**Clock nets**

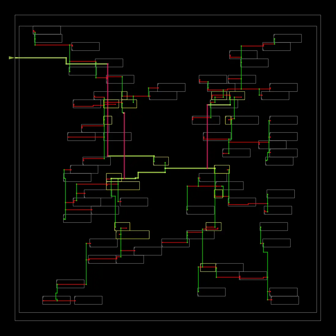
**Clock distribution**

Scale: 4 px per µm.
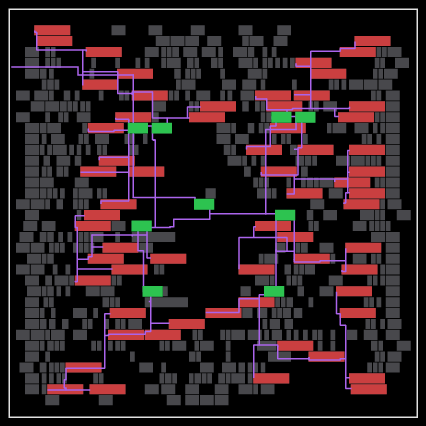
**I/O nets highlighted**

Scale: 4 px per µm.
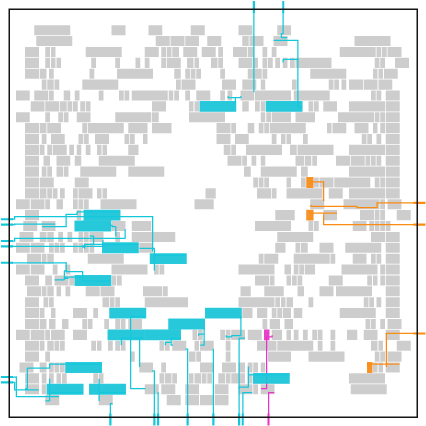
**M3 wires**

Scale: 4 px per µm. Cells faint in the background.
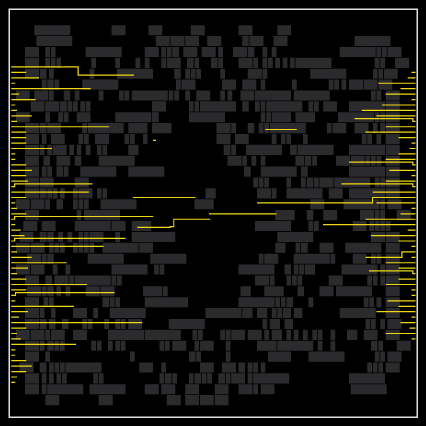
==> config.mk <==
export PLATFORM = sky130hd
export DESIGN_NAME = ula_arbiter_flat
export DESIGN_NICKNAME = d
export VERILOG_FILES = /design/src/rtl/ula_arbiter_if.sv /design/src/rtl/ula_arbiter.sv /design/src/flat_wrapper.sv
export SDC_FILE = /design/constraint.sdc
export NUM_CORES = 1
export LEC_CHECK = 0
export ABC_AREA = 1
export CORE_UTILIZATION = 30
export DETAILED_ROUTE_END_ITERATION = 6
export PLACE_DENSITY = 0.61
export SYNTH_ARGS = -nofsm -noshare
export SYNTH_HDL_FRONTEND = slang
export SYNTH_SLANG_ARGS = --single-unit
==> constraint.sdc <==
create_clock -name CLK -period 3.7 [get_ports CLK]
set_input_delay 1.11 -clock CLK [delete_from_list [all_inputs] [get_ports CLK]]
set_output_delay 1.11 -clock CLK [all_outputs]
set_load 0.005 [all_outputs]
==> reports/qor.yml <==
critPathTopFamily: "buffers and inverters"
crit_cells: 6
intPower_uw: 2073
worst_pin_slew_ns: 0.9408
synthesis.nets: 492
dpl_worst_slack_ns: 0.09789
first_pass_iters: 4
timing.critical_path.mode_cell: "clkdlybuf4s50_1"
place_inst: 666
synthTopCellsByArea: "dfrtp_1 52%, nand2_1 31%, nand3_1 6.7%, buf_6 3.0%, buf_2 1.3%"
via_per_inst: 4.279
yosys-top-cells-count: "248 x nand2_1, 62 x dfrtp_1, 40 x nand3_1"
p_per_area_mw_per_mm2: 627.0
setup_violations: 0
most_common_cell: "nand2_1"
cts_hold_buf: 0
finalCriticalPeriod_ns: 3.592
finalMaxSlewViolations: 0
instances_no_fill: 682
root_buffer: "clkbuf_8"
netSwitchingFraction_pct: 31.16
yosysSeqAreaShare_pct: 52.12
antenna_found_initial: 0
worst_r2r_path_depth: 7
yosys.cell_types.count: 17
syn-cell-area_mm2: 0.002977
die_w_um: 101.6
postSynthCellCount: 396
wl_per_cell_um: 11.99
utilization_pct: 51.02
min_path_cells: 2
power_frac_comb_pct: 40.8
fin_crit_sh_pct: 97.09
whs_ns: 0.4706
cpPeakStageDelay_ns: 0.52
arrival_ns: 2.48
ant_nets: 0
coreArea_mm2: 0.009415
rrSetupSlack_ns: 1.81
rsz0062_at_grt: "false"
fmax_mhz: 278.4
synth-edff-count: 0
drt_iter0_drc: 51
ys_area_mm2: 0.002977
critPathLaunchType: "input port"
ys_async_sr_fraction_pct: 100.0
p_switching_uw: 938.3
avgSynthCellArea_um2: 7.517
h-tree-depth: 3
grt.total_usage_pct: 16.18
stdcell_area_mm2: 0.004803
finalPower_uw: 3012
relSlewSlack_pct: 37.14
hold_class: "flip-flop to flip-flop"
grt_pass1_wl_mm: 12.97
first_global_vias: 2775
die_h_um: 101.6
diodes: 0
grt.overflow.total: 0
lay_top_cells: "248 x nand2_1, 154 x clkdlybuf4s50_1, 62 x dfrtp_1, 40 x nand3_1, 10 x clkbuf_8"
path_clk_slew_ns: 0.07
placed_area_mm2: 0.004581
setup_slack_ns: 0.1077
grt_max_degree: 64
post_cts_resized: 0
hold_viol: 0
seq_cell_power_uw: 1130
pg_comb_uw: 1230
ys.flops: 62
place_congestion: 0.7646
num_rows: 35
cts_tree: "yes"
critical_path_buf_inv_count: 3
cts_setup_buffers: 0
cts_buffer_depth: 2
dp_hpwl_mm: 5.874
fp_util_pct: 31.61
pwr-share-seq_pct: 37.4
crit_required_ns: 2.59
lay_top_count: "nand2_1"
synth-main-ff-cell: "dfrtp_1"
status: "finished, final reports clean"
ys_cells: 396
top_power_group: "combinational cells"
crit_slowest_cell: "clkdlybuf4s50_1"
dieArea_mm2: 0.01032
yosys_warnings: 0
peakVddDrop_mv: 0.2270
worstSetupPathType: "input port to output pin"
cap_violations: 0
yosysTopAreaCell: "dfrtp_1"
warnings: 26
critPathMaxFanout: 4
path_cells: "clkdlybuf4s50_1 > inv_1 > nand2_1 > nand2_2 > nor2_1 > clkdlybuf4s50_1"
setup_tns_ns: 0
drive_gt1_share_pct: 5.425
top_area_share_pct: 52.12
drc: 0
areaGrowthSynthToFinish_pct: 61.37
critPathCaptureType: "output pin"
p_leak_uw: 0.002412
nNetsFinal: 644
## Picture notes: 'clock nets'
TritonCTS buffer count: 9
Clock Sinks: 62
number of sequential cells: 62
Clock Latency Late Sink: 0.33 ns
Worst Clk Skew: 0.007948 ns

## Picture notes: 'clock distribution'
[clock-net drivers] green | count: 9
[clock wires] purple | length: 820 µm
[flip-flops] red | count: 62
flops lie	widely spread
routed clock nets	10
clock-net power: 657 µW
Clock Power Share: 21.8%

## Picture notes: 'I/O nets highlighted'
port	colour	bits	direction	edge	end cells	buffers	wire
bus_AluFlags	orange	3	input	east	3	3	91.9 µm
bus_AluOpA	cyan	16	output	7 west, 7 south, 2 north	16	16	515 µm
bus_ReqRdy1	magenta	1	output	south	1	1	23.0 µm
input/output buffers: 155
io pins: 156

## Picture notes: 'M3 wires'
nets with wire on the layer	110
main direction	horizontal
global routing usage on met3: 6.280%
final WL: 8.179 mm
DR vias: 2918

-- routing by layer --
layer | global-route usage, % | vias to the layer above | wire length, µm
met4 | 5.686 | 0 | 73
met2 | 27.60 | 115 | 3772
met1 | 18.41 | 1280 | 3470
met5 | 0 | - | 0
met3 | 6.280 | 6 | 863
li1 | - | 1517 | -
-- final cells by class --
type | count | area, µm²
fillers | 917 | 4612
repair buffers | 163 | 1607
flip-flops and latches | 62 | 1551
multi-input cells | 303 | 1227
well taps | 129 | 161.4
clock buffers | 10 | 137.6
clock inverters | 6 | 85.08
inverters | 9 | 33.78
-- cell families after synthesis --
| logic type | synth area share (%) |
|---|---|
| AND-OR/OR-AND | 1.429 |
| buffers and inverters | 6.641 |
| flip-flops | 52.12 |
| AND/OR/NAND/NOR | 39.81 |
No activity file was given, so power comes from the tool's default toggle rates.
